==> src/rtl/mc_pkg.sv <==
// Shared definitions for the multicycle MIPS main control FSM: opcodes,
// state encodings, datapath select encodings and the control-word record.
// Optional feature macro: MULTICYCLE_CTRL_BNE_EN (adds bne dispatch).
package mc_pkg;

  localparam logic [5:0] OP_RTYPE = 6'b000000;
  localparam logic [5:0] OP_LW    = 6'b100011;
  localparam logic [5:0] OP_SW    = 6'b101011;
  localparam logic [5:0] OP_BEQ   = 6'b000100;
  localparam logic [5:0] OP_ADDI  = 6'b001000;
  localparam logic [5:0] OP_J     = 6'b000010;
  localparam logic [5:0] OP_BNE   = 6'b000101;

  typedef enum logic [3:0] {
    S_FETCH   = 4'd0,
    S_DECODE  = 4'd1,
    S_MEMADR  = 4'd2,
    S_MEMRD   = 4'd3,
    S_MEMWB   = 4'd4,
    S_MEMWR   = 4'd5,
    S_EXECUTE = 4'd6,
    S_ALUWB   = 4'd7,
    S_BRANCH  = 4'd8,
    S_ADDIEX  = 4'd9,
    S_ADDIWB  = 4'd10,
    S_JUMP    = 4'd11
  } state_e;

  localparam logic [1:0] ALUOP_ADD   = 2'b00;
  localparam logic [1:0] ALUOP_SUB   = 2'b01;
  localparam logic [1:0] ALUOP_FUNCT = 2'b10;

  localparam logic [1:0] SRCB_B      = 2'b00;
  localparam logic [1:0] SRCB_FOUR   = 2'b01;
  localparam logic [1:0] SRCB_IMM    = 2'b10;
  localparam logic [1:0] SRCB_IMMSH2 = 2'b11;

  localparam logic [1:0] PCSRC_ALU    = 2'b00;
  localparam logic [1:0] PCSRC_ALUOUT = 2'b01;
  localparam logic [1:0] PCSRC_JUMP   = 2'b10;

  typedef struct packed {
    logic       iord;
    logic       mem_write;
    logic       ir_write;
    logic       reg_dst;
    logic       mem_to_reg;
    logic       reg_write;
    logic       alu_src_a;
    logic [1:0] alu_src_b;
    logic [1:0] alu_op;
    logic [1:0] pc_src;
    logic       pc_write;
    logic       branch;
  } ctrl_t;

  // DECODE dispatch: where an opcode goes after decode; FETCH means illegal.
  function automatic state_e decode_dispatch(input logic [5:0] op);
    state_e nxt;
    case (op)
      OP_RTYPE: nxt = S_EXECUTE;
      OP_LW:    nxt = S_MEMADR;
      OP_SW:    nxt = S_MEMADR;
      OP_BEQ:   nxt = S_BRANCH;
      OP_ADDI:  nxt = S_ADDIEX;
      OP_J:     nxt = S_JUMP;
`ifdef MULTICYCLE_CTRL_BNE_EN
      OP_BNE:   nxt = S_BRANCH;
`endif
      default:  nxt = S_FETCH;
    endcase
    return nxt;
  endfunction

endpackage

==> src/rtl/multicycle_ctrl_if.sv <==
// Controller <-> datapath/memory bundle for the multicycle control FSM.
// The master side is the controller; the slave side is the datapath.
// Optional feature macro: MULTICYCLE_CTRL_BNE_EN (adds branch_ne).
interface multicycle_ctrl_if #(parameter int STATE_W = 4);

  logic [5:0]         opcode;
  logic               mem_ready;
  logic               iord;
  logic               mem_write;
  logic               ir_write;
  logic               reg_dst;
  logic               mem_to_reg;
  logic               reg_write;
  logic               alu_src_a;
  logic [1:0]         alu_src_b;
  logic [1:0]         alu_op;
  logic [1:0]         pc_src;
  logic               pc_write;
  logic               branch;
  logic               illegal_op;
  logic [STATE_W-1:0] state_o;
`ifdef MULTICYCLE_CTRL_BNE_EN
  logic               branch_ne;
`endif

  modport master (
    input  opcode, mem_ready,
    output iord, mem_write, ir_write, reg_dst, mem_to_reg, reg_write,
    output alu_src_a, alu_src_b, alu_op, pc_src, pc_write, branch,
    output illegal_op, state_o
`ifdef MULTICYCLE_CTRL_BNE_EN
    , output branch_ne
`endif
  );

  modport slave (
    output opcode, mem_ready,
    input  iord, mem_write, ir_write, reg_dst, mem_to_reg, reg_write,
    input  alu_src_a, alu_src_b, alu_op, pc_src, pc_write, branch,
    input  illegal_op, state_o
`ifdef MULTICYCLE_CTRL_BNE_EN
    , input branch_ne
`endif
  );

endinterface

==> src/rtl/mc_ctrl_decode.sv <==
// Pure state -> control-word decoder. FETCH raises ir_write/pc_write
// unconditionally here; the top gates them with the memory handshake.
module mc_ctrl_decode
  import mc_pkg::*;
(
  input  state_e state,
  output ctrl_t  ctrl
);

  // Map each state to its datapath enables and selects; anything unlisted is 0.
  always_comb begin
    ctrl = '0;
    case (state)
      S_FETCH: begin
        ctrl.iord      = 1'b0;
        ctrl.alu_src_a = 1'b0;
        ctrl.alu_src_b = SRCB_FOUR;
        ctrl.alu_op    = ALUOP_ADD;
        ctrl.pc_src    = PCSRC_ALU;
        ctrl.ir_write  = 1'b1;
        ctrl.pc_write  = 1'b1;
      end
      S_DECODE: begin
        ctrl.alu_src_a = 1'b0;
        ctrl.alu_src_b = SRCB_IMMSH2;
        ctrl.alu_op    = ALUOP_ADD;
      end
      S_MEMADR: begin
        ctrl.alu_src_a = 1'b1;
        ctrl.alu_src_b = SRCB_IMM;
        ctrl.alu_op    = ALUOP_ADD;
      end
      S_MEMRD: begin
        ctrl.iord = 1'b1;
      end
      S_MEMWB: begin
        ctrl.reg_dst    = 1'b0;
        ctrl.mem_to_reg = 1'b1;
        ctrl.reg_write  = 1'b1;
      end
      S_MEMWR: begin
        ctrl.iord      = 1'b1;
        ctrl.mem_write = 1'b1;
      end
      S_EXECUTE: begin
        ctrl.alu_src_a = 1'b1;
        ctrl.alu_src_b = SRCB_B;
        ctrl.alu_op    = ALUOP_FUNCT;
      end
      S_ALUWB: begin
        ctrl.reg_dst    = 1'b1;
        ctrl.mem_to_reg = 1'b0;
        ctrl.reg_write  = 1'b1;
      end
      S_BRANCH: begin
        ctrl.alu_src_a = 1'b1;
        ctrl.alu_src_b = SRCB_B;
        ctrl.alu_op    = ALUOP_SUB;
        ctrl.pc_src    = PCSRC_ALUOUT;
        ctrl.branch    = 1'b1;
      end
      S_ADDIEX: begin
        ctrl.alu_src_a = 1'b1;
        ctrl.alu_src_b = SRCB_IMM;
        ctrl.alu_op    = ALUOP_ADD;
      end
      S_ADDIWB: begin
        ctrl.reg_dst    = 1'b0;
        ctrl.mem_to_reg = 1'b0;
        ctrl.reg_write  = 1'b1;
      end
      S_JUMP: begin
        ctrl.pc_src   = PCSRC_JUMP;
        ctrl.pc_write = 1'b1;
      end
      default: begin
        ctrl = '0;
      end
    endcase
  end

endmodule

==> src/rtl/multicycle_ctrl.sv <==
// Main control FSM of the multicycle MIPS datapath. Holds the state register
// and next-state logic; control words come from mc_ctrl_decode. Memory
// states stall on mem_ready. All outputs are forced low while rst_n is low.
// Optional feature macro: MULTICYCLE_CTRL_BNE_EN (bne -> BRANCH, branch_ne).
module multicycle_ctrl
  import mc_pkg::*;
#(
  parameter int unsigned USE_MEM_READY = 1,
  parameter int          STATE_W       = 4
) (
  input  logic                clk,
  input  logic                rst_n,
  multicycle_ctrl_if.master   bus
);

  state_e state_r;
  state_e state_nxt_s;
  ctrl_t  ctrl_s;
  ctrl_t  ctrl_out_s;
  logic   ready_s;
  logic   illegal_s;

  // With the handshake disabled every memory access completes at once.
  assign ready_s = (USE_MEM_READY != 32'd0) ? bus.mem_ready : 1'b1;

  // Illegal opcodes are only meaningful while the instruction is decoded.
  assign illegal_s = (state_r == S_DECODE) &&
                     (decode_dispatch(bus.opcode) == S_FETCH);

  mc_ctrl_decode u_decode (
    .state (state_r),
    .ctrl  (ctrl_s)
  );

  // State register; reset aborts any instruction in flight.
  always_ff @(posedge clk or negedge rst_n) begin
    if (!rst_n) begin
      state_r <= S_FETCH;
    end else begin
      state_r <= state_nxt_s;
    end
  end

  // Next-state sequencing, including handshake stalls in memory states.
  always_comb begin
    state_nxt_s = S_FETCH;
    case (state_r)
      S_FETCH: begin
        if (ready_s) begin
          state_nxt_s = S_DECODE;
        end else begin
          state_nxt_s = S_FETCH;
        end
      end
      S_DECODE:  state_nxt_s = decode_dispatch(bus.opcode);
      S_MEMADR: begin
        case (bus.opcode)
          OP_LW:   state_nxt_s = S_MEMRD;
          OP_SW:   state_nxt_s = S_MEMWR;
          default: state_nxt_s = S_FETCH;
        endcase
      end
      S_MEMRD: begin
        if (ready_s) begin
          state_nxt_s = S_MEMWB;
        end else begin
          state_nxt_s = S_MEMRD;
        end
      end
      S_MEMWB:   state_nxt_s = S_FETCH;
      S_MEMWR: begin
        if (ready_s) begin
          state_nxt_s = S_FETCH;
        end else begin
          state_nxt_s = S_MEMWR;
        end
      end
      S_EXECUTE: state_nxt_s = S_ALUWB;
      S_ALUWB:   state_nxt_s = S_FETCH;
      S_BRANCH:  state_nxt_s = S_FETCH;
      S_ADDIEX:  state_nxt_s = S_ADDIWB;
      S_ADDIWB:  state_nxt_s = S_FETCH;
      S_JUMP:    state_nxt_s = S_FETCH;
      default:   state_nxt_s = S_FETCH;
    endcase
  end

  // FETCH loads IR and PC only in the cycle the instruction memory answers.
  always_comb begin
    ctrl_out_s = ctrl_s;
    if (state_r == S_FETCH) begin
      ctrl_out_s.ir_write = ctrl_s.ir_write & ready_s;
      ctrl_out_s.pc_write = ctrl_s.pc_write & ready_s;
    end else begin
      ctrl_out_s.ir_write = ctrl_s.ir_write;
      ctrl_out_s.pc_write = ctrl_s.pc_write;
    end
  end

  assign bus.iord       = rst_n & ctrl_out_s.iord;
  assign bus.mem_write  = rst_n & ctrl_out_s.mem_write;
  assign bus.ir_write   = rst_n & ctrl_out_s.ir_write;
  assign bus.reg_dst    = rst_n & ctrl_out_s.reg_dst;
  assign bus.mem_to_reg = rst_n & ctrl_out_s.mem_to_reg;
  assign bus.reg_write  = rst_n & ctrl_out_s.reg_write;
  assign bus.alu_src_a  = rst_n & ctrl_out_s.alu_src_a;
  assign bus.alu_src_b  = rst_n ? ctrl_out_s.alu_src_b : 2'b00;
  assign bus.alu_op     = rst_n ? ctrl_out_s.alu_op    : 2'b00;
  assign bus.pc_src     = rst_n ? ctrl_out_s.pc_src    : 2'b00;
  assign bus.pc_write   = rst_n & ctrl_out_s.pc_write;
  assign bus.branch     = rst_n & ctrl_out_s.branch;
  assign bus.illegal_op = rst_n & illegal_s;
  assign bus.state_o    = rst_n ? STATE_W'(state_r) : {STATE_W{1'b0}};

`ifdef MULTICYCLE_CTRL_BNE_EN
  logic bne_r;

  // Remember that the branch being executed is a bne, for the whole BRANCH state.
  always_ff @(posedge clk or negedge rst_n) begin
    if (!rst_n) begin
      bne_r <= 1'b0;
    end else begin
      bne_r <= (state_r == S_DECODE) && (bus.opcode == OP_BNE);
    end
  end

  assign bus.branch_ne = rst_n & bne_r & (state_r == S_BRANCH);
`endif

endmodule

==> src/flat_wrapper.sv <==
// flat-port wrapper written by rule: the top's interface ports become plain ports
module multicycle_ctrl_flat import mc_pkg::*;
#(
  parameter int unsigned USE_MEM_READY = 1,
  parameter int          STATE_W       = 4
)
  (clk, rst_n, bus_opcode, bus_mem_ready, bus_iord, bus_mem_write, bus_ir_write, bus_reg_dst, bus_mem_to_reg, bus_reg_write, bus_alu_src_a, bus_alu_src_b, bus_alu_op, bus_pc_src, bus_pc_write, bus_branch, bus_illegal_op, bus_state_o);
  multicycle_ctrl_if #(.STATE_W(STATE_W)) bus_i ();
  input  logic clk;
  input  logic rst_n;
  input wire logic [$bits(bus_i.opcode)-1:0] bus_opcode;
  input wire logic [$bits(bus_i.mem_ready)-1:0] bus_mem_ready;
  output wire logic [$bits(bus_i.iord)-1:0] bus_iord;
  output wire logic [$bits(bus_i.mem_write)-1:0] bus_mem_write;
  output wire logic [$bits(bus_i.ir_write)-1:0] bus_ir_write;
  output wire logic [$bits(bus_i.reg_dst)-1:0] bus_reg_dst;
  output wire logic [$bits(bus_i.mem_to_reg)-1:0] bus_mem_to_reg;
  output wire logic [$bits(bus_i.reg_write)-1:0] bus_reg_write;
  output wire logic [$bits(bus_i.alu_src_a)-1:0] bus_alu_src_a;
  output wire logic [$bits(bus_i.alu_src_b)-1:0] bus_alu_src_b;
  output wire logic [$bits(bus_i.alu_op)-1:0] bus_alu_op;
  output wire logic [$bits(bus_i.pc_src)-1:0] bus_pc_src;
  output wire logic [$bits(bus_i.pc_write)-1:0] bus_pc_write;
  output wire logic [$bits(bus_i.branch)-1:0] bus_branch;
  output wire logic [$bits(bus_i.illegal_op)-1:0] bus_illegal_op;
  output wire logic [$bits(bus_i.state_o)-1:0] bus_state_o;
  assign bus_i.opcode = bus_opcode;
  assign bus_i.mem_ready = bus_mem_ready;
  assign bus_iord = bus_i.iord;
  assign bus_mem_write = bus_i.mem_write;
  assign bus_ir_write = bus_i.ir_write;
  assign bus_reg_dst = bus_i.reg_dst;
  assign bus_mem_to_reg = bus_i.mem_to_reg;
  assign bus_reg_write = bus_i.reg_write;
  assign bus_alu_src_a = bus_i.alu_src_a;
  assign bus_alu_src_b = bus_i.alu_src_b;
  assign bus_alu_op = bus_i.alu_op;
  assign bus_pc_src = bus_i.pc_src;
  assign bus_pc_write = bus_i.pc_write;
  assign bus_branch = bus_i.branch;
  assign bus_illegal_op = bus_i.illegal_op;
  assign bus_state_o = bus_i.state_o;
  multicycle_ctrl #(.USE_MEM_READY(USE_MEM_READY), .STATE_W(STATE_W)) u_core (.clk(clk), .rst_n(rst_n), .bus(bus_i));
endmodule
==> config.mk <==
export PLATFORM = sky130hd
export DESIGN_NAME = multicycle_ctrl_flat
export DESIGN_NICKNAME = d
export VERILOG_FILES = /design/src/rtl/mc_pkg.sv /design/src/rtl/multicycle_ctrl_if.sv /design/src/rtl/mc_ctrl_decode.sv /design/src/rtl/multicycle_ctrl.sv /design/src/flat_wrapper.sv
export SDC_FILE = /design/constraint.sdc
export NUM_CORES = 1
export LEC_CHECK = 0
export CAP_MARGIN = 20
export CELL_PAD_IN_SITES_DETAIL_PLACEMENT = 1
export CELL_PAD_IN_SITES_GLOBAL_PLACEMENT = 1
export CORE_AREA = 2 2 50 57
export DETAILED_ROUTE_END_ITERATION = 16
export DIE_AREA = 0 0 52 59
export PLACE_DENSITY_LB_ADDON = 0.08
export SLEW_MARGIN = 20
export SYNTH_ARGS = -nofsm -noshare
export SYNTH_HDL_FRONTEND = slang
export SYNTH_SLANG_ARGS = --single-unit
==> constraint.sdc <==
create_clock -name clk -period 1.3 [get_ports clk]
set_input_delay 0.325 -clock clk [delete_from_list [all_inputs] [get_ports clk]]
set_output_delay 0.325 -clock clk [all_outputs]
set_load 0.02 [all_outputs]
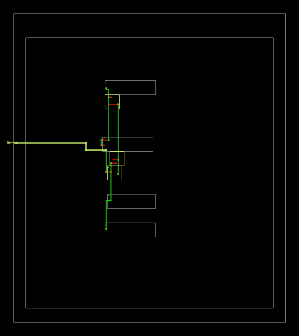
Run 1: clock routing
Num CTS Buffers: 3
clock buf count: 3
Flop Count: 4
Clock Skew: 0.00109 ns
Clock Sinks: 4

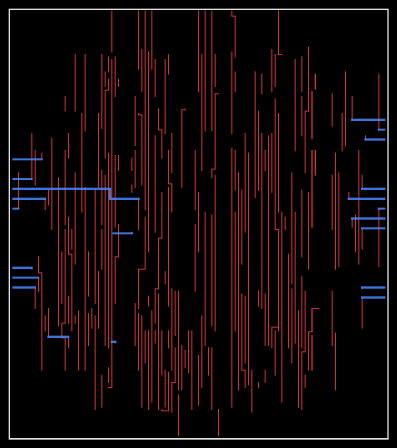
Run 1: signal wires by layer
Two of the layers only.
color	layer	wire length
blue	M3	74.8 um
red	M2	1,750 um

==> flow_summary.yaml, run 1 <==
# yosys + openroad results
run_status:
  outcome: "finished with violations"
  violations: "setup timing"
die:
  dieArea_um2: 3070
  rows: 19
  pin_count: 29
  die_h_um: 59
  core_area_um2: 2450
synth:
  synth-edff-count: 0
  synthAdderAreaFrac_pct: 0
  mux_share_pct: 0
  ys_area_um2: 552
  synth_top_cell_by_count: "nor2_1"
  postSynthSeqShare_pct: 18.1
  async_flop_share_pct: 100
  ys_top_cells_by_count: "nor2_1, and2_1, dfrtp_1, nor3_1, o21ai_0"
  syn_area_um2: 552
  ys_types: 36
  largest_area_cell: "dfrtp_1"
  postSynthCellCount: 77
  area_leaders: "dfrtp_1, nor2_1, and2_1"
  ys_sh_aoi_pct: 14.7
  synth_warnings: 0
  ff_type: "dfrtp_1"
  ys.flops: 4
timing:
  hold_viol_final: 0
  relSlewSlack_pct: 83.3
  fin_ws_ns: -0.452
  rsz0062_at_grt: "yes"
  tightest_slew_ns: 0.249
  min_period_ns: 1.75
  finalSetupViolations: 23
  finalCritPeriodShare_pct: 135
  drv_slew: 0
setup_path:
  path_buffers: 3
  timing.rr.end: "u_core.state_r[1]"
  cpMaxStageDelayCell: "dfrtp_1"
  critPathKind: "reg2out"
  critPathLaunch: "u_core.state_r[0]"
  endpoint: "bus_reg_write"
  crit_cells: 6
  worstPathRequired_ns: 0.98
layout:
  largestRegisters: "u_core.state_r x4"
  drive_above_1_share_pct: 78.1
  regMostFlops: "u_core.state_r"
  largest_reg_flops: 4
  syn_to_final_growth_pct: 171
  fin_nets: 157
clocking:
  cts-root-buf: "clkbuf_4"
  hold_buffers: 0
  h-tree-depth: 1
  worstSkewPairLatency_ns: 0.23
run:
  warnings: 29
  cap_violations: 0
grt:
  grt_start_max_net_pins: 9
  track_usage_pct: 17.2
  grt_pass1_vias: 933
placement:
  placed_cell_area_um2: 1160
  dpl.hpwl_um: 1790
  dp.cells: 160
  gp_congestion: 0.758
detailed_routing:
  drt_iter0_drc: 11
  postRouteAntennaNets: 0
  vias: 857
  route.detailed.drc: 0
  drt_first_pass_iters: 4
power:
  p_leak_nw: 0.690
  powerDensity_nw_per_um2: 478
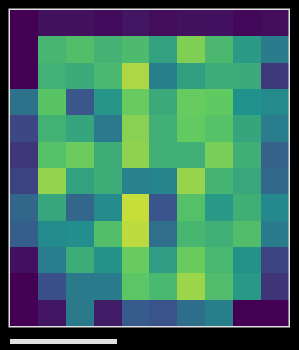
Run 1: local utilization
The bar under the picture is 20 um long. The die is cut into 10 by 12 equal tiles; dark purple is low, yellow is high, 0 to 100% covered.
fullest tile	91%
nearly empty tiles	5.8%
mean over tiles	48%
densest ninth of the die	center

==> run 1: where the power goes <==
part,leakage (nW),switching (mW),internal [mW],total [mW]
logic,0.627,0.196,0.230,0.426
registers,0.0493,0.00922,0.132,0.141
clock network,0.0138,0.0453,0.103,0.148
==> run 1: cell type report <==
class	count	area, um^2	area share, %
Inverter	2	7.51	0.502
Sequential cell	4	104	6.94
Tap cell	31	38.8	2.59
Clock buffer	3	22.5	1.51
Multi-Input combinational cell	65	657	43.9
Timing Repair Buffer	72	667	44.6
==> run 1: per-stage QoR <==
stage | hold WS, ns | power (mW)
after detailed placement | 0.692 | 0.436
after global routing | 0.357 | 0.752
after floorplan | 0.0294 | 0.279
after global placement | 0.684 | 0.429
after CTS | 0.349 | 0.646
final | 0.351 | 0.715
==> run 1: layer usage <==
metal	track usage (%)	up-vias	part of all wire, %
met2	35.1	22	60
met5	0	-	0
met4	3.01	0	0.48
met3	1.52	2	2.5
met1	18.8	422	37
li1	-	411	-
==> run 1: worst min path at each step <==
stage / from / endpoint / slack (ns) / cells past startpoint
after floorplan: rst_n / u_core.state_r[0] / 0.03 / 0
after global placement: u_core.state_r[2] / u_core.state_r[3] / 0.68 / 2
after detailed placement: u_core.state_r[2] / u_core.state_r[3] / 0.69 / 2
after CTS: rst_n / u_core.state_r[0] / 0.35 / 3
after global routing: rst_n / u_core.state_r[2] / 0.36 / 3
final: rst_n / u_core.state_r[3] / 0.35 / 3
==> run 1: cells in the final DEF, fill, tap and decap left out, types with 2 or more instances in the layout <==
cell,Yosys,final
a21oi_2,0,2
and2_4,0,5
buf_2,2,3
buf_4,2,30
buf_6,0,34
clkbuf_4,0,3
dfrtp_2,0,3
dlygate4sd2_1,0,5
nand2b_4,0,2
nand3_2,1,2
nand3b_1,2,2
nor2_1,12,3
nor2_4,0,8
nor3_1,4,3
nor3_4,0,3
nor3b_2,0,2
nor4b_4,0,3
o21ai_1,0,2
or3b_1,2,2
xnor2_2,0,2
==> run 1: repair_timing <==
action,in CTS,in global routing
buffers inserted,9,7
pin swaps,18,6
setup endpoints to repair,24,24
gates resized,168,23
==> run 1: logic make-up (layout without fill, tap and decap cells) <==
family,Yosys count,count (layout)
AND-OR/OR-AND,13,13
XOR/XNOR,2,2
buffers and inverters,8,77
flip-flops,4,4
AND/OR/NAND/NOR,50,50
==> run 1: worst register-to-register path: cells and delay by family (launching register included) <==
kind                   cells  cell delay [ns]
AND-OR/OR-AND              2             0.14
buffers and inverters      3             0.39
flip-flops                 1             0.39
AND/OR/NAND/NOR            2             0.53
==> inputs of run 2 (changes only) <==
Settings changed: CELL_PAD_IN_SITES_DETAIL_PLACEMENT 1 to unset, CELL_PAD_IN_SITES_GLOBAL_PLACEMENT 1 to unset, CORE_AREA 2 2 50 57 to 2 2 41 47, CTS_BUF_LIST set to sky130_fd_sc_hd__clkbuf_8, DIE_AREA 0 0 52 59 to 0 0 43 49.
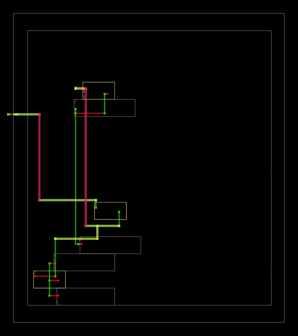
Run 2: clock routing
clock latency on the worst-skew pair: 0.23 ns
Clock Skew: 0.00622 ns

==> run 2 against run 1 <==
Compared with the run above:
- the run still ends with setup timing left
- synthesized area is the same
- critical path type unchanged
- cell count fell by 8.5%
- sequential power about the same
- sequential share of layout area rose by 0.10 points
- first-iteration DRC count is 55% lower
- via count decreased by 2.3%
- clock power rose by 83%
- combinational power fell by 9.4%
- core utilization up 27 points
- die area down 31%
==> flow_summary.yaml, run 2 <==
# yosys + openroad results
die:
  pin_count: 29
  dieArea_um2: 2110
  rows: 16
placement:
  gp_congestion: 0.727
  dpl.hpwl_um: 1470
layout:
  insertedDiodeCount: 0
  final_cell_mix: "buf_4, buf_6, nor2_4"
  largestRegisters: "u_core.state_r x4"
  regMostFlops: "u_core.state_r"
  syn_to_final_growth_pct: 167
  layout.cells.most_common: "buf_4"
  drive_above_1_share_pct: 77.1
  fin_nets: 155
  largest_reg_flops: 4
run:
  cap_violations: 0
  warnings: 29
grt:
  track_usage_pct: 21.3
  grt_start_max_net_pins: 14
  grt_pass1_vias: 826
synth:
  postSynthCellCount: 77
  largest_area_cell: "dfrtp_1"
  mux_share_pct: 0
  ys_top_cells_by_count: "nor2_1, and2_1, dfrtp_1, nor3_1, o21ai_0"
  ys_types: 36
  ff_type: "dfrtp_1"
  synthAdderAreaFrac_pct: 0
  syn_area_um2: 552
  synth-edff-count: 0
  postSynthSeqShare_pct: 18.1
  ys_sh_aoi_pct: 14.7
  ys.flops: 4
  synth_warnings: 0
  yosys_cells: 77
  area_leaders: "dfrtp_1, nor2_1, and2_1"
clocking:
  h-tree-depth: 1
  clkSinkCount: 4
  cts-root-buf: "clkbuf_8"
timing:
  hold_viol_final: 0
  finalSetupViolations: 23
  rsz0062_at_grt: "yes"
  min_period_ns: 1.74
  tightest_slew_ns: 0.243
  fin_ws_ns: -0.439
  drv_slew: 0
detailed_routing:
  postRouteAntennaNets: 0
  top_layer_used: "met4"
  wirelength_met1_um: 905
  drt_iter0_drc: 5
  drt_first_pass_iters: 4
  wl_met3_um: 91
  wl_met2_um: 1390
  vias: 837
setup_path:
  critPathKind: "reg2out"
  critPathLaunch: "u_core.state_r[0]"
  timing.rr.end: "u_core.state_r[1]"
  endpoint: "bus_mem_to_reg"
  worstPathRequired_ns: 0.98
run_status:
  outcome: "finished with violations"
  violations: "setup timing"
power:
  power_mw: 0.799
  powerDensity_nw_per_um2: 542
-- run 2: critical path: stages (launching register included) --
cell,delay (ns)
dfrtp_1,0.40
inv_2,0.12
buf_6,0.11
nand3b_1,0.16
buf_6,0.18
nor2_2,0.09
buf_4,0.15
-- run 2: layout make-up --
cell class	instances	area (um^2)	area share (%)
Timing Repair Buffer	70	651	44.1
Multi-Input combinational cell	65	649	44.0
Sequential cell	4	104	7.04
Clock buffer	3	41.3	2.80
Tap cell	18	22.5	1.53
Inverter	2	7.51	0.509
-- run 2: worst min path at each step --
stage | to | from | depth (start not counted) | slack, ns
after floorplan | u_core.state_r[0] | rst_n | 0 | 0.03
after global placement | u_core.state_r[1] | rst_n | 2 | 0.66
after detailed placement | u_core.state_r[1] | rst_n | 2 | 0.67
after CTS | u_core.state_r[1] | rst_n | 2 | 0.02
after global routing | u_core.state_r[1] | rst_n | 2 | 0.03
final | u_core.state_r[1] | rst_n | 2 | 0.01
-- run 2: layer usage --
metal | vias to the layer above | track usage [%]
li1 | 413 | -
met1 | 394 | 21.8
met2 | 24 | 40.9
met3 | 6 | 3.70
met4 | 0 | 9.09
met5 | - | 0
-- run 2: logic make-up after synthesis --
group           Yosys count
compound gates           13
flops                     4
xor+xnor                  2
buf+inv                   8
simple gates             50
-- run 2: repair_timing --
item                                   4_1_cts  5_1_grt
pin swaps                                   17       10
cloned                                       0        1
setup buffers                                2        8
endpoints found under the hold margin        0        0
setup endpoints to repair                   24       24
hold buffers                                 0        0
gates resized                              163       22
-- run 2: power by group --
part	internal [mW]	total [mW]	switching, mW
Combinational	0.211	0.386	0.176
Sequential	0.132	0.142	0.0101
Clock	0.198	0.271	0.0728
-- run 2: through the flow --
step | std cells | area, um^2 | utilization (%) | hold slack [ns]
finish | 162 | 1480 | 87.7 | 0.0131
global route | 162 | 1480 | 87.7 | 0.0307
CTS | 153 | 1300 | 77.4 | 0.0186
detailed placement | 149 | 1150 | 68.7 | 0.668
global placement | 149 | 1150 | 68.7 | 0.661
floorplan | 77 | 668 | - | 0.0294
==> inputs of run 3 (changes only) <==
Settings changed: SLEW_MARGIN 20 to 15.
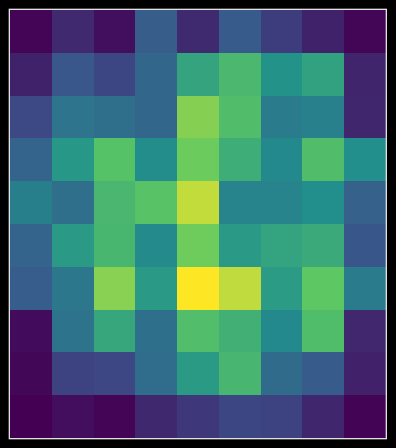
Run 3: wiring heat map
The die is cut into 9 by 10 equal tiles; dark purple is low, yellow is high, scaled to the fullest tile. Values are wire area over tile area, all layers added.
densest ninth of the die	center
emptiest ninth of the die	lower left
mean over tiles	0.18
tiles over half the peak	36%
fullest tile	0.45

==> run 3 against run 2 <==
Compared with the run above:
- the flow still finishes with violations (setup timing)
- maximum frequency unchanged
- global-route usage unchanged
- via count unchanged
- clock skew unchanged
- sequential share of layout area unchanged
- non-clock buffer count unchanged
- hold slack unchanged
- critical path depth unchanged
- core utilization unchanged
- largest power group unchanged
==> flow_summary.yaml, run 3 <==
# yosys + openroad results
timing:
  hold_viol_final: 0
  fin_skew_ns: 0.00622
  rsz0062_at_grt: "yes"
  fin_ws_ns: -0.439
  finalSetupViolations: 23
  hold-worst-slack_ns: 0.0131
setup_path:
  max_stage_delay_ns: 0.40
  path_buffers: 4
  cpMaxStageDelayCell: "dfrtp_1"
  worstPathRequired_ns: 0.98
die:
  rows: 16
  pin_count: 29
  dieArea_um2: 2110
grt:
  track_usage_pct: 21.3
  met1_usage_pct: 21.8
  use_met3_pct: 3.70
  busiest_layer: "met2"
detailed_routing:
  drt_first_pass_iters: 4
  postRouteAntennaNets: 0
synth:
  synth_warnings: 0
  yosys_cells: 77
  ff_type: "dfrtp_1"
  syn_area_um2: 552
  largest_area_cell: "dfrtp_1"
power:
  powerDensity_nw_per_um2: 542
layout:
  largestRegisters: "u_core.state_r x4"
  seqCellArea_um2: 104
  fin_nets: 155
  regMostFlops: "u_core.state_r"
  layout.cells.most_common: "buf_4"
  final_cell_mix: "buf_4, buf_6, nor2_4"
  logic_area_um2: 649
placement:
  dpl.hpwl_um: 1470
  gp_congestion: 0.727
run_status:
  violations: "setup timing"
  outcome: "finished with violations"
clocking:
  cts-root-buf: "clkbuf_8"
  clkSinkCount: 4
run:
  warnings: 29
[run 3: power by group]
part           switching, mW  internal (mW)  total, mW
Sequential            0.0101          0.132      0.142
Combinational          0.176          0.211      0.386
Clock                 0.0728          0.198      0.271
[run 3: repair_timing]
| item | in CTS | in global routing |
|---|---|---|
| pin swaps | 17 | 10 |
| cloned | 0 | 1 |
| setup endpoints to repair | 24 | 24 |
| buffers inserted | 2 | 8 |
| gates resized | 163 | 22 |
[run 3: logic make-up after synthesis]
logic type	synth area share, %
and+or+nand+nor	56.7
buffers and inverters	7.25
DFF	18.1
xor gates and xnor gates	3.18
AOI/OAI and AO/OA	14.7
[run 3: layout make-up]
cell class / count / share of cell area, %
well taps: 18 / 1.53
flip-flops and latches: 4 / 7.04
clock buffers: 3 / 2.80
multi-input cells: 65 / 44.0
inverters: 2 / 0.509
repair buffers: 70 / 44.1
[run 3: worst paths after layout]
check                           cells past startpoint              start                end
max in group asynchronous                           3              rst_n  u_core.state_r[3]
worst max-delay path                                6  u_core.state_r[0]     bus_mem_to_reg
worst max register to register                      6  u_core.state_r[2]  u_core.state_r[1]
min in group clk                                    5      bus_opcode[5]  u_core.state_r[1]
worst min-delay path                                2              rst_n  u_core.state_r[1]
worst min register to register                      3  u_core.state_r[2]  u_core.state_r[3]
[run 3: routing by layer]
layer,vias to the layer above,share of wire (%)
met5,-,0
met4,0,2.1
met3,6,3.7
met2,24,57
met1,394,37
li1,413,-
[run 3: through the flow]
step / area (um^2) / cells
6_report: 1480 / 162
5_1_grt: 1480 / 162
4_1_cts: 1300 / 153
3_5_place_dp: 1150 / 149
3_3_place_gp: 1150 / 149
2_1_floorplan: 668 / 77

==> notes/layouts.md <==
Pictures saved along the way, in no particular order.

Placed cells, one color a class.
panel A
The bar under the picture is 10 um long.
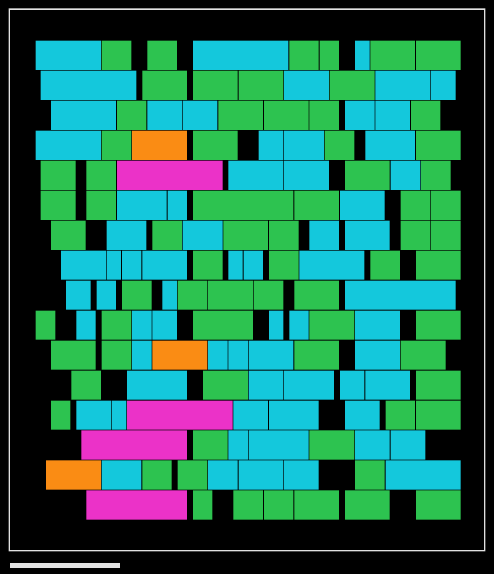
panel B
The bar under the picture is 20 um long.
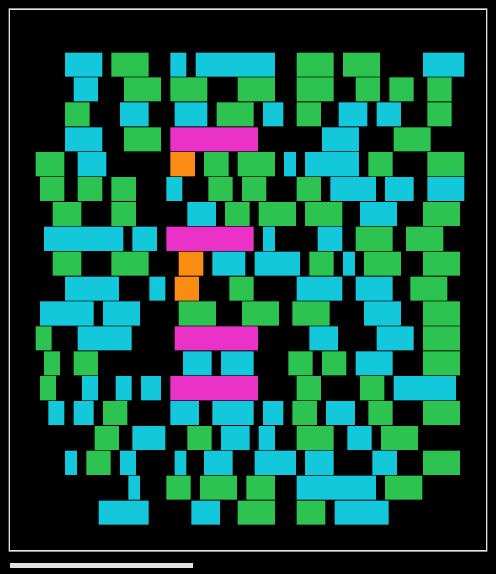
Panel A comes from run 2.
Panel B comes from run 1.
- largest die: panel B
- highest utilization: panel A

Key to panel A:
color	class	cells	share of their area
cyan	remaining logic cells	67	45%
magenta	sequential cells	4	7.1%
orange	clock-net drivers	3	2.8%
green	remaining buffers and delay cells	70	45%

Power and IR drop assume default switching activity.
